## src/rtl/inst_mem_resp.sv

```systemverilog
// inst_mem_resp: instruction memory responder for the fetch unit.
// Holds DEPTH 32-bit words that are loaded through the prog_* port.
// Serves one read request at a time through a valid/ready handshake.
// The response appears LATENCY+1 cycles after the request is accepted.
//
// Ports:
//   clk, rst            clock; asynchronous active-low reset
//   req_valid/req_addr  read request carrying a byte address
//   req_ready           high only while idle
//   resp_valid/_inst/_err/resp_ready  response handshake
//   prog_we/_addr/_data memory load port, accepted in any state
//   err_cnt             saturating count of delivered error responses
module inst_mem_resp #(
    parameter int unsigned DEPTH   = 64,
    parameter int unsigned LATENCY = 2
) (
    input  logic                     clk,
    input  logic                     rst,
    input  logic                     req_valid,
    input  logic [31:0]              req_addr,
    output logic                     req_ready,
    output logic                     resp_valid,
    output logic [31:0]              resp_inst,
    output logic                     resp_err,
    input  logic                     resp_ready,
    input  logic                     prog_we,
    input  logic [$clog2(DEPTH)-1:0] prog_addr,
    input  logic [31:0]              prog_data,
    output logic [15:0]              err_cnt
);

    localparam int unsigned AW   = $clog2(DEPTH);
    localparam logic [3:0]  LAT4 = 4'(LATENCY);

    typedef enum logic [1:0] {
        IDLE = 2'd0,
        WAIT = 2'd1,
        RESP = 2'd2
    } state_t;

    state_t      r_state;
    logic [3:0]  r_cnt;
    logic [31:0] r_addr;
    logic        r_resp_valid;
    logic [31:0] r_resp_inst;
    logic        r_resp_err;
    logic [15:0] r_err_cnt;
    logic [31:0] r_mem [DEPTH];

    logic [AW-1:0] w_idx;
    logic          w_addr_err;

    assign w_idx      = r_addr[AW+1:2];
    assign w_addr_err = (r_addr[1:0] != 2'b00) || (r_addr[31:AW+2] != '0);

    assign req_ready  = (r_state == IDLE);
    assign resp_valid = r_resp_valid;
    assign resp_inst  = r_resp_inst;
    assign resp_err   = r_resp_err;
    assign err_cnt    = r_err_cnt;

    // Memory has no reset so that its contents survive rst.
    always_ff @(posedge clk) begin
        if (prog_we) begin
            r_mem[prog_addr] <= prog_data;
        end
    end

    // The state becomes RESP on the edge where the counter reaches zero.
    // The response word is then captured on the first edge spent in RESP,
    // which gives the LATENCY+1 cycle spacing.  The read is registered, so a
    // write to the same word on the capture edge returns the old data.
    always_ff @(posedge clk or negedge rst) begin
        if (!rst) begin
            r_state      <= IDLE;
            r_cnt        <= '0;
            r_addr       <= '0;
            r_resp_valid <= 1'b0;
            r_resp_inst  <= '0;
            r_resp_err   <= 1'b0;
            r_err_cnt    <= '0;
        end else begin
            case (r_state)
                IDLE: begin
                    if (req_valid) begin
                        r_addr  <= req_addr;
                        r_cnt   <= LAT4;
                        r_state <= (LATENCY == 0) ? RESP : WAIT;
                    end
                end
                WAIT: begin
                    r_cnt <= r_cnt - 4'd1;
                    if (r_cnt == 4'd1) begin
                        r_state <= RESP;
                    end
                end
                RESP: begin
                    if (!r_resp_valid) begin
                        r_resp_valid <= 1'b1;
                        r_resp_err   <= w_addr_err;
                        r_resp_inst  <= w_addr_err ? '0 : r_mem[w_idx];
                    end else if (resp_ready) begin
                        r_resp_valid <= 1'b0;
                        r_resp_inst  <= '0;
                        r_resp_err   <= 1'b0;
                        r_state      <= IDLE;
                        if (r_resp_err && (r_err_cnt != '1)) begin
                            r_err_cnt <= r_err_cnt + 16'd1;
                        end
                    end
                end
                default: begin
                    r_state <= IDLE;
                end
            endcase
        end
    end

endmodule

```

## config.mk

```make
export PLATFORM = sky130hd
export DESIGN_NAME = inst_mem_resp
export DESIGN_NICKNAME = d
export VERILOG_FILES = /design/src/rtl/inst_mem_resp.sv
export SDC_FILE = /design/constraint.sdc
export NUM_CORES = 2
export LEC_CHECK = 0
export CAP_MARGIN = 25
export CORE_UTILIZATION = 45
export CTS_CLUSTER_SIZE = 12
export DETAILED_ROUTE_END_ITERATION = 12
export PLACE_DENSITY = 0.57
export SYNTH_ARGS = -nofsm -noshare
export SYNTH_HDL_FRONTEND = slang
export SYNTH_SLANG_ARGS = --single-unit
export TNS_END_PERCENT = 5
```

## constraint.sdc

```tcl
create_clock -name clk -period 2.57 [get_ports clk]
set_input_delay 0.514 -clock clk [delete_from_list [all_inputs] [get_ports clk]]
set_output_delay 0.514 -clock clk [all_outputs]
set_load 0.01 [all_outputs]
```

==> run_results.csv <==
group,metric,value,unit
clock_tree,clock.latency.late_pin,0.85,ns
die,ios,126,
layout,nets,4545,
final_timing,setup_ws,-0.0327,ns
detailed_routing,drc,0,
logic_synthesis,ys_cells,3838,
worst_hold_path,hp-class,"in -> reg",
final_timing,max_freq,384,MHz
final_timing,finalCriticalPeriod,2.60,ns
final_timing,slew_headroom,47.9,%
power_and_ir_drop,power.leakage,31.8,nW
run,warnings,31,
final_timing,setup_viol,1,
placement,dpl_cell_area,91200,sq um
clock_tree,cts_made_buffers,215,
run_status,violations,"setup timing",
final_timing,drv_slew,0,
final_timing,rsz0062_at_grt,"true",
run_status,run_status,"finished with violations",
power_and_ir_drop,power.density,978,nW/um^2
==> placed cells by master (no fill, tap or decap), types with 8 or more instances in the layout <==
cell type        instances
dfrtp_1                 81
clkdlybuf4s50_1         90
o21ai_0                 20
a22oi_1                142
mux2i_1                155
mux4_2                 442
nor4_1                  13
edfxtp_1              2048
xor2_1                   9
nor2b_1                 12
clkbuf_8                20
nor2_4                  65
clkinv_1                22
clkbuf_1                86
buf_2                   32
nand2b_1                 9
buf_4                  303
a211o_1                 23
nand4_1                 27
o21bai_1                27
clkbuf_16              223
a21oi_1                 39
mux2_2                  24
a22oi_2                 17
buf_6                   11
nand2_1                185
o211ai_1                 9
nand2_2                  8
nor2_1                  20
nand3_1                 42
a221oi_1                59
o22ai_1                 11
clkinv_2                17
nor3_1                   8
buf_12                 179
==> through the flow <==
stage / setup TNS [ns] / total power, mW / worst slack, ns
detailed placement: -4.67 / 66.4 / -0.466
global route: -0.521 / 99.5 / -0.0908
floorplan: -678.92 / 55.5 / -0.461
finish: -0.0327 / 96.2 / -0.0327
global placement: -4.21 / 66.3 / -0.469
CTS: -0.732 / 96.2 / -0.0953
==> critical path: cells and delay by family (launching register included) <==
kind	cells	cell delay (ns)
simple gates	1	0.38
mux	1	0.53
compound gates	3	0.85
buf+inv	1	0.25
flops	1	0.48
==> worst paths after layout <==
path                               startpoint             to  cells past startpoint  slack [ns]
worst max-delay path                r_addr[2]  resp_inst[31]                      6       -0.03
worst min-delay path            prog_data[14]   r_mem[2][14]                      1        0.08
worst max register to register      r_addr[2]  resp_inst[31]                      6       -0.03
worst min register to register     r_addr[13]     r_addr[13]                      2        0.48
max in group asynchronous                 rst  resp_inst[19]                      3        1.75
min in group asynchronous                 rst     err_cnt[4]                      2        0.17
==> cells by family (layout without fill, tap and decap cells) <==
group | after synthesis | in the layout | synth area share (%)
AND-OR/OR-AND | 403 | 403 | 3.67
AND/OR/NAND/NOR | 428 | 428 | 2.39
multiplexers | 628 | 628 | 14.5
buffers and inverters | 224 | 1018 | 1.46
flip-flops | 2136 | 2136 | 77.8
XOR/XNOR | 16 | 16 | 0.171
adder cells (fa/ha/maj) | 3 | 3 | 0.0458
other | 0 | 4 | 0
==> report_power, final <==
| part | internal (mW) | switching (mW) | leakage, nW |
|---|---|---|---|
| Clock | 16.9 | 12.8 | 3.21 |
| Combinational | 12.8 | 14.2 | 9.03 |
| Sequential | 38.9 | 0.754 | 19.5 |
| Total | 68.5 | 27.7 | 31.8 |
==> area by class of cell <==
type / instances / area, sq um
Sequential cell: 2136 / 63700
Tap cell: 2370 / 2970
Multi-Input combinational cell: 1478 / 17700
Antenna cell: 4 / 10.0
Timing Repair Buffer: 628 / 7320
Clock inverter: 54 / 447
Inverter: 8 / 32.5
Clock buffer: 328 / 6150
Fill cell: 13800 / 82400
==> timing repair <==
item,in CTS,in global routing
hold buffers,1,0
setup endpoints to repair,35,32
cloned,1,1
buffers inserted,3,21
endpoints found under the hold margin,32,0
gates resized,33,40
pin swaps,7,11
==> per-layer routing <==
metal  vias up  global-route usage (%)
li1      17400                       -
met1     23100                    36.0
met2      1786                    39.6
met3       262                    3.65
met4         0                    5.74
met5         -                       0
final_clocks.png
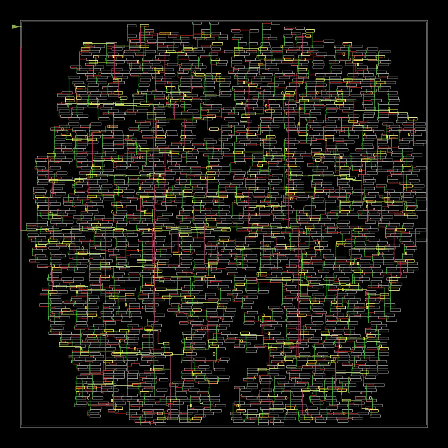
sinks on the clock net: 2136
Flops: 2136

metal_stack.png
Scale bar: 100 microns.
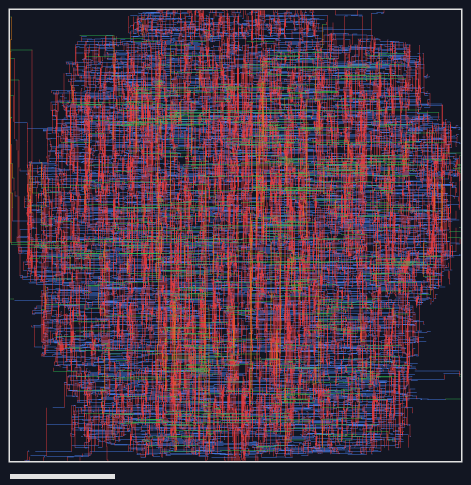
legend:
  orange:
    layer: met4
    wire_length: 4480 microns
  blue:
    layer: met1
    wire_length: 96.6 mm
  green:
    layer: met3
    wire_length: 16100 microns
  red:
    layer: met2
    wire_length: 110 mm
final WL: 227 mm
routed via count: 42500
detailed-route wire length per cell: 32.5 microns
total track usage: 24.7%

registers.png
Scale bar: 100 microns.
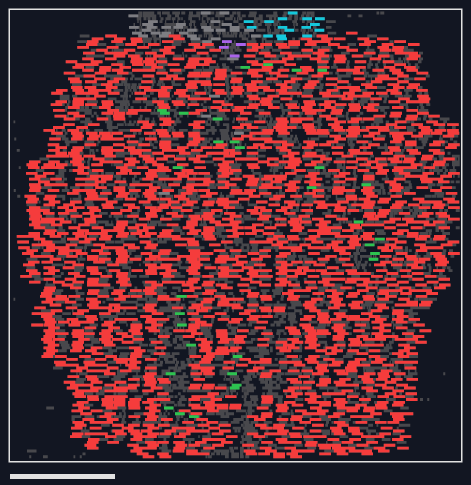
legend:
  red:
    signal: r_mem
    flops: 2048
    where: spread over the die
  cyan:
    signal: err_cnt
    flops: 16
    where: top middle
  purple:
    signal: r_cnt
    flops: 4
    where: top middle
  green:
    signal: resp_inst
    flops: 32
fraction of area in registers: 64.8%
post-layout util: 54.4%
P_seq: 39.7 mW
Flop area: 63700 sq um

No activity file was given, so power comes from the tool's default toggle rates.
